==> config.mk <==
export PLATFORM = sky130hd
export DESIGN_NAME = mem_access_unit
export DESIGN_NICKNAME = d
export VERILOG_FILES = /design/src/rtl/mem_access_pkg.sv /design/src/rtl/load_extend.sv /design/src/rtl/mem_access_unit.sv
export SDC_FILE = /design/constraint.sdc
export NUM_CORES = 1
export LEC_CHECK = 0
export ABC_CLOCK_PERIOD_IN_PS = 2000
export CORE_MARGIN = 5
export CORE_UTILIZATION = 30
export DETAILED_ROUTE_END_ITERATION = 10
export GPL_TIMING_DRIVEN = 0
export PLACE_DENSITY = 0.74
export SETUP_SLACK_MARGIN = 0.3
export SLEW_MARGIN = 10
export SYNTH_ARGS = -nofsm -noshare
export SYNTH_HDL_FRONTEND = slang
export SYNTH_SLANG_ARGS = --single-unit
==> constraint.sdc <==
create_clock -name clk -period 2 [get_ports clk]
set_input_delay 0.2 -clock clk [delete_from_list [all_inputs] [get_ports clk]]
set_output_delay 0.2 -clock clk [all_outputs]
set_load 0.1 [all_outputs]
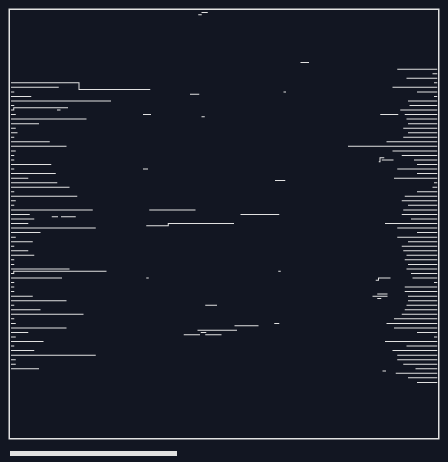
Fig. 1. Signal wires on met3 (run 1).
The bar under the picture is 50 um long.
nets with wire on the layer: 153
wire length on this layer: 1310 um
longest straight run: 29.7 um
share of all routed wire: 10%
main direction: horizontal
vias: 3731
Routed WL: 12800 um
grt met3 use: 0.0517

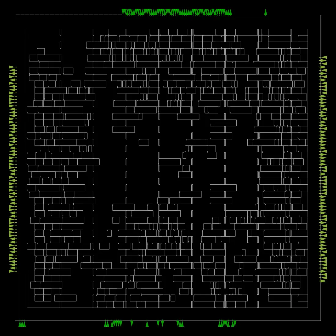
Fig. 2. Cell placement (run 1).
# fillers: 1211
Seq/total area: 0.377

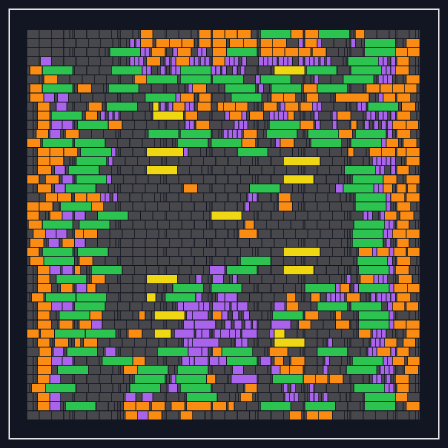
Fig. 3. Placed cells, one colour a class (run 1).
Fill, decap, tap and diode cells in grey.
[registers] green | cells: 108 | share of their area: 39%
[remaining logic cells] purple | cells: 276 | share of their area: 20%
[remaining buffers and delay cells] orange | cells: 239 | share of their area: 36%
[clock drivers and dummy loads] yellow | cells: 16 | share of their area: 5.0%
final core occ: 0.521
num rows: 43
Core Region: 13800 um2

==> results.cfg, run 1 <==
; generated from flow reports
[global_routing]
grt_start_max_net_pins = 61
grt_use_total = 0.153
grt_overflow_total = 0
grt_pass1_vias = 3912
grt_pass1_wl_um = 20000

[cells_and_area]
diodes = 0
lay_top_count = nand2_1
syn2layout_area_growth_pct = 71.1
clkbuf_count = 10
clock_area_frac = 0.0488
flops = 108
nonClkBufAreaFrac = 0.346
nonClockBufferCount = 239
dominant-cell-class = registers
fin_nets = 740
drive_gt1_frac = 0.258
sh_comb_area = 0.196

[floorplan]
ioPinCount = 209
die-width_um = 128

[logic_synthesis]
netlist_area_um2 = 4190
yosys_area_um2 = 4190
synthesis.area_per_instance_um2 = 10.3
yosysTopAreaCellShare = 0.644
yosys.area.top_type = dfrtp_1
synthArstFlopShare = 1.00
synth_warnings = 0
synth-edff-count = 0
ys.flop_type = dfrtp_1
synthDistinctLibCells = 32
topCellsByArea = dfrtp_1, nand2_1, a22o_1

[job]
warnings = 32

[place]
gp_congestion = 0.851
numPortBuffers = 203

[power]
power_mw = 11.4
pwr_density_cell_nw_per_um2 = 1590
power.leakage_nw = 3.36

[critical_path]
reg2reg_depth = 5
r2r_slack_ns = 0.35
slowest_delay_ns = 0.41
cp_max_fo = 2
critPathKind = reg2out
cp_num_cells = 5
crit_path_start_kind = flip-flop
crit_required_ns = 1.80
slowest_stage = dfrtp_1

[sta]
max_freq_mhz = 558
rsz0062_at_grt = yes
setup-tns-final_ns = 0
holdWs_ns = 0.380
period_needed_ns = 1.79
setup_viol = 0
max_slew_margin = 0.616

[routing]
dr.pass1.iters = 4
drt_iter0_markers = 164
remaining_drc_errors = 0
vias_per_cell = 4.56

[clock_tree]
cts_inserted_buffers = 9
cts_tree = yes
cts_root_buf = clkbuf_16
clk_latency_ns = 0.34

[outcome]
run_status = completed

[min_path]
hold_depth = 3
hp-class = in2reg
run 1: repair_timing:
action                     in CTS  in global routing
buffers inserted                4                  4
hold buffers                    1                  0
setup endpoints to repair     150                 95
cloned                          0                  1
hold endpoints to repair       59                  0
resized                       333                 31
pin swaps                       2                  4
run 1: kinds of logic after synthesis:
kind of cell             share of synthesized area
adder cells (fa/ha/maj)                    0.00597
other                                     0.000894
multiplexers                               0.00239
XOR/XNOR                                   0.00418
AND-OR/OR-AND                               0.0976
flip-flops                                   0.644
buffers and inverters                       0.0352
AND/OR/NAND/NOR                              0.209
run 1: worst min-delay path, delay by kind of cell:
kind,cells,cell delay [ns]
buffers and inverters,1,0.39
and+or+nand+nor,2,0.09
run 1: per-layer routing:
metal  track usage  up-vias  share of wire
met2         0.260      181           0.49
met4        0.0605        0          0.021
met5             0        -              0
li1              -     1774              -
met3        0.0517       20           0.10
met1         0.178     1756           0.39
run 1: synth_stat cells, types with 2 or more instances:
cell type / count
nand2b_1: 3
o21ai_0: 5
buf_4: 7
inv_1: 3
nand2_1: 191
o21a_1: 2
nor2_1: 4
a22o_1: 33
ha_1: 2
clkbuf_1: 9
dfrtp_1: 108
buf_2: 10
o21ai_2: 2
nand3_1: 11
run 1: report_power, final:
group          total (mW)  switching (mW)  leakage, nW  internal [mW]
combinational        6.23            4.91         1.83           1.32
sequential           3.12           0.361         1.35           2.76
clock                2.02           0.766        0.169           1.26
run 1: stage by stage:
step	setup slack, ns	cell area, um2	cells
after CTS	0.139	7060	814
after floorplan	0.396	4210	409
final	0.208	7170	819
after global routing	0.121	7170	819
after detailed placement	-1.10	6490	793
after global placement	-3.24	6460	792
Fig. 4: run 1, I/O nets highlighted
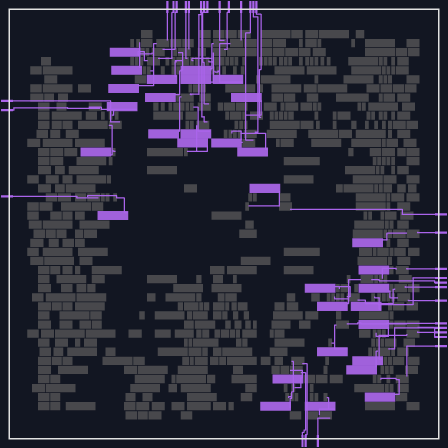

--- run 2 (diff from run 1) ---
--- a/config.mk
+++ b/config.mk
@@ -6,11 +6,13 @@
 export NUM_CORES = 1
 export LEC_CHECK = 0
 export ABC_CLOCK_PERIOD_IN_PS = 2000
+export CAP_MARGIN = 10
 export CORE_MARGIN = 5
-export CORE_UTILIZATION = 30
+export CORE_UTILIZATION = 32
 export DETAILED_ROUTE_END_ITERATION = 10
+export DONT_BUFFER_PORTS = 1
 export GPL_TIMING_DRIVEN = 0
-export PLACE_DENSITY = 0.74
+export PLACE_DENSITY = 0.57
 export SETUP_SLACK_MARGIN = 0.3
 export SLEW_MARGIN = 10
 export SYNTH_ARGS = -nofsm -noshare
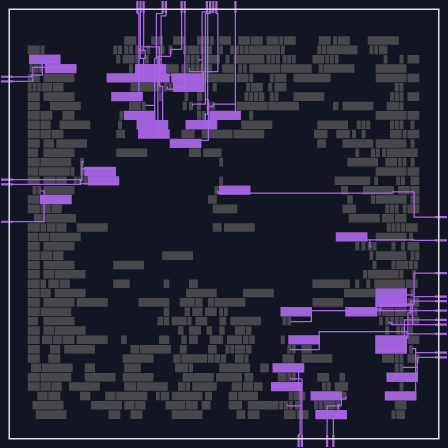
Fig. 5. I/O nets highlighted (run 2).
[o_bus_wdata] purple | direction: output | edge: 12 top, 11 right, 5 left, 4 bottom | end cells: 32 | buffers: 0 | wire: 935 um
I/O pins: 209
Port Buffers: 0

==> run 2 against run 1 <==
The run now ends with negative hold slack left. Sequential cell count stayed put. Clock power is 4% lower. Worst hold slack worse by 0.83 ns. Via count is 11% lower. Power is 10% lower. Cell count is 14% lower. Final area is 18% lower. Worst setup slack better by 0.018 ns. Utilization is 5.6 points lower. Fmax is 1.0% higher. Critical path type unchanged.
==> results.cfg, run 2 <==
; generated from flow reports
[sta]
setup_viol = 0
rsz0062_at_grt = yes
fin_ws_ns = 0.226
hold_viol_final = 108
holdWs_ns = -0.451
period_needed_ns = 1.77
max_slew_margin = 0.321
max_freq_mhz = 564

[routing]
vias = 3314
remaining_drc_errors = 0
drt_iter0_markers = 154
vias_per_cell = 4.72
routed_wl_um = 11700
dr.pass1.iters = 4

[logic_synthesis]
top_cell = nand2_1
synthTopCellsByCount = nand2_1, dfrtp_1, a22o_1
synthDistinctLibCells = 32
synth-edff-count = 0
synthesis.area_per_instance_um2 = 10.3
netlist_area_um2 = 4190
yosysTopAreaCellShare = 0.644
topCellsByArea = dfrtp_1, nand2_1, a22o_1
yosys.area.top_type = dfrtp_1
synth_warnings = 0
yosys_area_um2 = 4190
synthArstFlopShare = 1.00

[outcome]
run_status = complete, but fails checks
violations = negative hold slack

[critical_path]
slowest_delay_ns = 0.41
slowest_stage = dfrtp_1
reg2reg_depth = 7
cp_num_cells = 4
cp_max_fo = 4
crit_path_start_kind = flip-flop
crit_required_ns = 1.80

[place]
dp_cells = 581
pre_cts_slack_ns = -0.00814
gp_congestion = 0.777

[power]
power.leakage_nw = 2.87
pwr_density_cell_nw_per_um2 = 1730
power_mw = 10.2

[cells_and_area]
syn2layout_area_growth_pct = 41.0
lay_top_count = nand2_1
layoutNonFillerInstCount = 702
fill_cells = 1147
fin_nets = 631

[global_routing]
grt_start_max_net_pins = 109
grt_pass1_vias = 3508
grt_pass1_wl_um = 18700
grt_overflow_total = 0

[clock_tree]
post_cts_buffers = 1
cts_tree = yes
cts_resized = 12
cts_inserted_buffers = 9

[job]
warnings = 36

[min_path]
hp-class = in2async

[floorplan]
row_count = 41
coreArea_um2 = 12700
die-width_um = 124
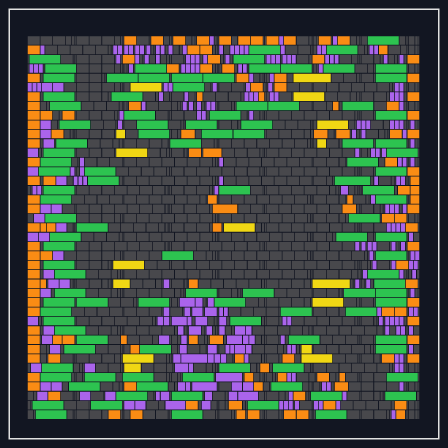
Fig. 6. Placed cells, one colour a class (run 2).
Fill, decap, tap and diode cells in grey.
[clock drivers and dummy loads] yellow | cells: 16 | share of their area: 5.9%
[remaining logic cells] purple | cells: 275 | share of their area: 25%
[remaining buffers and delay cells] orange | cells: 131 | share of their area: 22%
[registers] green | cells: 108 | share of their area: 47%
Seq/total area: 0.458
fin area: 5910 um2

==> run 2: cell count changes in the layout (fill, tap and decap cells not counted), sizes merged <==
| cell | delta |
|---|---|
| clkdlybuf4s15 | -101 |
| clkdlybuf4s50 | -99 |
| dlygate4sd3 | +95 |
| buf | -4 |
| clkbuf | +2 |
| bufinv | -1 |
| clkinv | -1 |
| clkinvlp | +1 |
| o211ai | -1 |
==> run 2: kinds of logic after synthesis <==
logic type | after synthesis | synth area share
compound gates | 48 | 0.0976
other cells | 1 | 0.000894
buf+inv | 29 | 0.0352
xor+xnor | 2 | 0.00418
simple gates | 217 | 0.209
fa+ha+maj | 2 | 0.00597
mux | 1 | 0.00239
flops | 108 | 0.644
==> run 2: report_power, final <==
part / internal, mW / switching [mW]
Sequential: 2.66 / 4.62
Combinational: 0.546 / 0.470
Clock: 1.17 / 0.776
==> run 2: stage by stage <==
stage | instance area, um2 | util
after global routing | 5910 | 0.465
after detailed placement | 4420 | 0.347
after floorplan | 4210 | -
after global placement | 4420 | 0.347
after CTS | 5770 | 0.454
final | 5910 | 0.465
==> run 2: layout make-up <==
cell class / instances / area share
Inverter: 3 / 0.00190
Timing Repair Buffer: 105 / 0.174
Clock inverter: 5 / 0.0142
Clock buffer: 11 / 0.0427
Tap cell: 172 / 0.0364
Buffer: 26 / 0.0375
Multi-Input combinational cell: 272 / 0.236
Sequential cell: 108 / 0.458
==> run 2: layer usage <==
| layer | wire (um) | vias to the layer above | GRT usage |
|---|---|---|---|
| li1 | - | 1550 | - |
| met1 | 4600 | 1584 | 0.170 |
| met2 | 5840 | 163 | 0.252 |
| met3 | 1090 | 17 | 0.0579 |
| met4 | 211 | 0 | 0.0671 |
| met5 | 0 | - | 0 |
Power and IR drop assume default switching activity.
